File: src/rtl/imem_pkg.sv
// Shared types and constants for the instruction memory fetch unit.
// Latency: n/a (types and constants only).
// Backpressure: n/a.
package imem_pkg;

    typedef enum logic {
        LOAD,
        RUN
    } imem_state_t;

    // Bit 0 = misaligned, bit 1 = out of range, so both faults OR together naturally.
    typedef enum logic [1:0] {
        F_NONE     = 2'b00,
        F_MISALIGN = 2'b01,
        F_RANGE    = 2'b10,
        F_BOTH     = 2'b11
    } imem_fault_t;

    localparam logic [31:0] NOP_DEFAULT = 32'h0000_0000;

endpackage

File: src/rtl/imem_ram.sv
// DEPTH x DATA_W instruction store: one write port, one registered read port.
// Latency: read data valid one clock after re; write commits on the clock edge.
// Backpressure: none; rdata holds its last value while re is low.
// Ports: clk; we/waddr/wdata write port; re/raddr read request; rdata read result.
module imem_ram #(
    parameter int DATA_W = 32,
    parameter int DEPTH  = 64,
    parameter int AW     = $clog2(DEPTH)
) (
    input  logic              clk,
    input  logic              we,
    input  logic [AW-1:0]     waddr,
    input  logic [DATA_W-1:0] wdata,
    input  logic              re,
    input  logic [AW-1:0]     raddr,
    output logic [DATA_W-1:0] rdata
);

    // No reset on the array or the read register so this maps onto block RAM;
    // contents survive a reset of the surrounding logic.
    logic [DATA_W-1:0] mem_q [DEPTH];
    logic [DATA_W-1:0] rdata_q;

    always_ff @(posedge clk) begin
        if (we) begin
            mem_q[waddr] <= wdata;
        end
        if (re) begin
            rdata_q <= mem_q[raddr];
        end
    end

    assign rdata = rdata_q;

endmodule

File: src/rtl/imem_fetch_unit.sv
// Instruction memory with a program-load phase and a byte-addressed fetch handshake.
// Latency: an accepted fetch returns inst/fault exactly one cycle later.
// Backpressure: while inst_valid && stall the result holds and fetch_ready drops.
// Ports: clk/rst; prog_we/prog_addr/prog_data/prog_done/prog_count loader side;
//        fetch_req/fetch_addr/fetch_ready request side; stall/inst_valid/inst/
//        fault/fault_code decode side.
module imem_fetch_unit
    import imem_pkg::*;
#(
    parameter int                DATA_W   = 32,
    parameter int                DEPTH    = 64,
    parameter int                ADDR_W   = 32,
    parameter logic [DATA_W-1:0] NOP_WORD = DATA_W'(NOP_DEFAULT)
) (
    input  logic                     clk,
    input  logic                     rst,
    input  logic                     prog_we,
    input  logic [$clog2(DEPTH)-1:0] prog_addr,
    input  logic [DATA_W-1:0]        prog_data,
    input  logic                     prog_done,
    output logic [$clog2(DEPTH):0]   prog_count,
    input  logic                     fetch_req,
    input  logic [ADDR_W-1:0]        fetch_addr,
    output logic                     fetch_ready,
    input  logic                     stall,
    output logic                     inst_valid,
    output logic [DATA_W-1:0]        inst,
    output logic                     fault,
    output logic [1:0]               fault_code
);

    localparam int AW = $clog2(DEPTH);
    localparam logic [AW:0] COUNT_MAX = (AW+1)'(DEPTH);

    imem_state_t       state_q, state_d;
    logic              inst_valid_q, inst_valid_d;
    imem_fault_t       fault_code_q, fault_code_d;
    logic [AW:0]       prog_count_q, prog_count_d;

    logic              ram_we;
    logic              accept;
    logic              hold;
    logic              misalign;
    logic              out_of_range;
    logic [ADDR_W-1:0] word_idx;
    logic [DATA_W-1:0] ram_rdata;

    // ---------------- FSM: state register ----------------
    always_ff @(posedge clk or posedge rst) begin
        if (rst) begin
            state_q <= LOAD;
        end else begin
            state_q <= state_d;
        end
    end

    // ---------------- FSM: next state ----------------
    always_comb begin
        state_d = state_q;
        if (state_q == LOAD && prog_done) begin
            state_d = RUN;
        end
    end

    // ---------------- FSM: outputs ----------------
    always_comb begin
        fetch_ready = 1'b0;
        ram_we      = 1'b0;
        case (state_q)
            LOAD:    ram_we      = prog_we;
            RUN:     fetch_ready = !(inst_valid_q && stall);
            default: ;
        endcase
    end

    assign accept = fetch_req && fetch_ready;
    assign hold   = inst_valid_q && stall;

    // Full-width compare on the word index so high address bits fault instead of aliasing.
    assign word_idx     = fetch_addr >> 2;
    assign misalign     = (fetch_addr[1:0] != 2'b00);
    assign out_of_range = (word_idx >= ADDR_W'(DEPTH));

    // ---------------- result and load-count registers ----------------
    always_comb begin
        inst_valid_d = 1'b0;
        fault_code_d = F_NONE;
        prog_count_d = prog_count_q;

        if (hold) begin
            inst_valid_d = inst_valid_q;
            fault_code_d = fault_code_q;
        end else if (accept) begin
            inst_valid_d = 1'b1;
            fault_code_d = imem_fault_t'({out_of_range, misalign});
        end

        if (ram_we && prog_count_q != COUNT_MAX) begin
            prog_count_d = prog_count_q + 1'b1;
        end
    end

    always_ff @(posedge clk or posedge rst) begin
        if (rst) begin
            inst_valid_q <= 1'b0;
            fault_code_q <= F_NONE;
            prog_count_q <= '0;
        end else begin
            inst_valid_q <= inst_valid_d;
            fault_code_q <= fault_code_d;
            prog_count_q <= prog_count_d;
        end
    end

    // The RAM read register only loads on an accept, so it naturally holds through a stall.
    imem_ram #(
        .DATA_W (DATA_W),
        .DEPTH  (DEPTH),
        .AW     (AW)
    ) u_ram (
        .clk   (clk),
        .we    (ram_we),
        .waddr (prog_addr),
        .wdata (prog_data),
        .re    (accept),
        .raddr (fetch_addr[AW+1:2]),
        .rdata (ram_rdata)
    );

    assign inst_valid = inst_valid_q;
    assign fault_code = fault_code_q;
    assign fault      = (fault_code_q != F_NONE);
    // Gated by the reset-cleared valid flag so inst is NOP_WORD asynchronously in reset.
    assign inst       = (inst_valid_q && fault_code_q == F_NONE) ? ram_rdata : NOP_WORD;
    assign prog_count = prog_count_q;

endmodule

File: config.mk
export PLATFORM = sky130hd
export DESIGN_NAME = imem_fetch_unit
export DESIGN_NICKNAME = d
export VERILOG_FILES = /design/src/rtl/imem_pkg.sv /design/src/rtl/imem_ram.sv /design/src/rtl/imem_fetch_unit.sv
export SDC_FILE = /design/constraint.sdc
export NUM_CORES = 2
export LEC_CHECK = 0
export ABC_CLOCK_PERIOD_IN_PS = 4600
export CORE_ASPECT_RATIO = 1.5
export CORE_MARGIN = 2
export CORE_UTILIZATION = 62
export DETAILED_ROUTE_END_ITERATION = 8
export GPL_TIMING_DRIVEN = 0
export PLACE_DENSITY_LB_ADDON = 0.2
export SETUP_SLACK_MARGIN = 0.1
export SLEW_MARGIN = 20
export SYNTH_ARGS = -nofsm -noshare
export SYNTH_HDL_FRONTEND = slang
export SYNTH_SLANG_ARGS = --single-unit
File: constraint.sdc
create_clock -name clk -period 4.6 [get_ports clk]
set_input_delay 0.46 -clock clk [delete_from_list [all_inputs] [get_ports clk]]
set_output_delay 0.46 -clock clk [all_outputs]
set_load 0.01 [all_outputs]
clock_nets.png
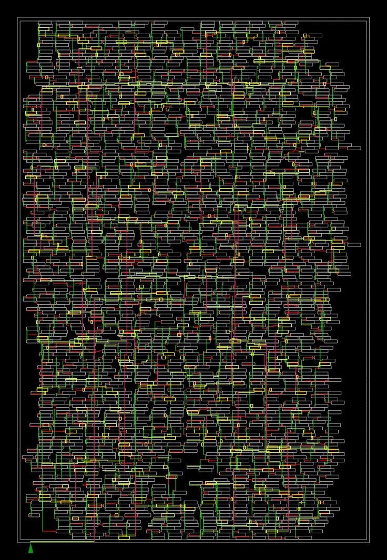
total CTS buffers: 178
Insertion Delay late pin: 0.82 ns

layers.png
The bar under the picture is 100 um long.
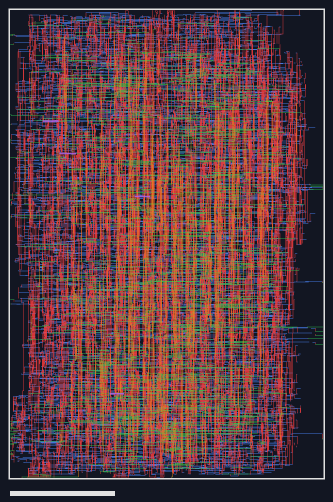
Blue stands for M1, wire length 73.0 mm. Purple stands for M5, wire length 53.4 um. Green stands for M3, wire length 25.2 mm. Red stands for M2, wire length 112 mm. Orange stands for M4, wire length 17700 um.

==> impl_metrics.env <==
# yosys + openroad results
export IMPL_yosysWarnings=0
export IMPL_dp_slack_ns=0.1020
export IMPL_synth_nets=3676
export IMPL_lay_top_count="edfxtp_1"
export IMPL_top_layer_used="met5"
export IMPL_viasPerCell=7.132
export IMPL_avgSynthCellArea_um2=22.21
export IMPL_grt_pass1_wl_mm=317.6
export IMPL_cts_tree="done"
export IMPL_flop_cell="edfxtp_1"
export IMPL_outcome="complete, no violations"
export IMPL_crit_fanout=10
export IMPL_tns_ns=0
export IMPL_dp_hpwl_mm=148.0
export IMPL_arrival_ns=3.99
export IMPL_edf_count=2080
export IMPL_fmax_ghz=0.2248
export IMPL_p_leak_nw=28.96
export IMPL_initial_core_util_pct=62.39
export IMPL_wl_met3_mm=25.24
export IMPL_dr_wl_met2_mm=111.6
export IMPL_postCtsSetupBuffers=0
export IMPL_synthTopCellsByArea="edfxtp_1 78%, mux4_2 13%, mux2i_1 1.4%"
port_trees.png
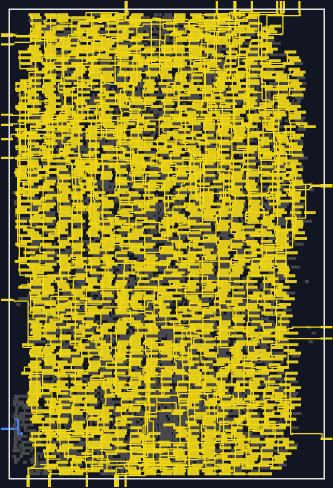
Blue stands for fetch_ready, bits 1, direction output, edge left, end cells 1, wire 37.4 um. Yellow stands for prog_data, bits 32, direction input, edge 10 top, 9 bottom, 8 left, 5 right, end cells 2048, wire 28.3 mm.

ff_map.png
The bar under the picture is 100 um long.
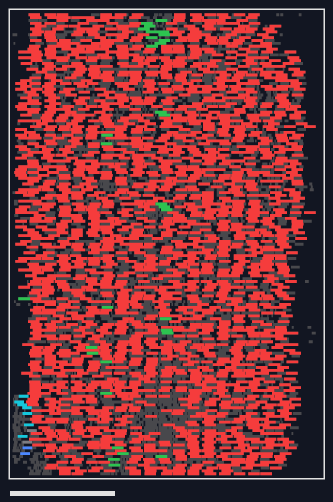
Blue stands for fault_code, flops 2. Green stands for u_ram.rdata, flops 32, where a column down the middle. Red stands for u_ram.mem_q, flops 2048, where spread over the die. Cyan stands for prog_count, flops 7, where bottom left.
Another 2 sequential cells are not colored.

area by class of cell:
cell class / instances / area, um2 / area share, %
flip-flops and latches: 2091 / 62740 / 68.09
multi-input cells: 1302 / 16500 / 17.90
clock buffers: 223 / 4865 / 5.280
repair buffers: 241 / 3665 / 3.977
well taps: 1711 / 2141 / 2.323
plain buffers: 198 / 1156 / 1.255
clock inverters: 106 / 1037 / 1.126
inverters: 7 / 26.28 / 0.02852
diodes: 7 / 17.52 / 0.01901
worst paths after layout:
kind | cells past startpoint | startpoint | slack (ns) | end
setup / recovery | 5 | fault_code[0] | 0.15 | inst[1]
hold / removal | 1 | prog_data[15] | 0.04 | u_ram.mem_q[8][15]
setup reg to reg | 7 | state_q | 1.04 | u_ram.mem_q[34][23]
hold reg to reg | 1 | prog_count[6] | 0.52 | prog_count[6]
max in group asynchronous | 3 | rst | 3.81 | prog_count[1]
min in group asynchronous | 3 | rst | 0.49 | prog_count[6]
report_power, final:
| part | internal, mW | switching [mW] | total [mW] |
|---|---|---|---|
| combinational | 0.736 | 1.38 | 2.11 |
| sequential | 21.0 | 0.0152 | 21.0 |
| clock | 8.62 | 6.74 | 15.4 |
| total | 30.3 | 8.13 | 38.5 |
cells by family (layout without fill, tap and decap cells):
logic type / count (synthesis) / count (layout) / share of synthesized area [%]
other: 0 / 7 / 0
buffers and inverters: 205 / 775 / 1.475
AND-OR/OR-AND: 358 / 358 / 3.135
multiplexers: 602 / 602 / 14.77
AND/OR/NAND/NOR: 334 / 334 / 2.037
XOR/XNOR: 6 / 6 / 0.06575
adder cells (fa/ha/maj): 2 / 2 / 0.03130
flip-flops: 2091 / 2091 / 78.49
what timing repair did:
action                                  in CTS  in global routing
hold buffers                                 2                  0
endpoints found under the setup margin      23                  0
hold endpoints to repair                    19                  0
gates resized                                3                  0
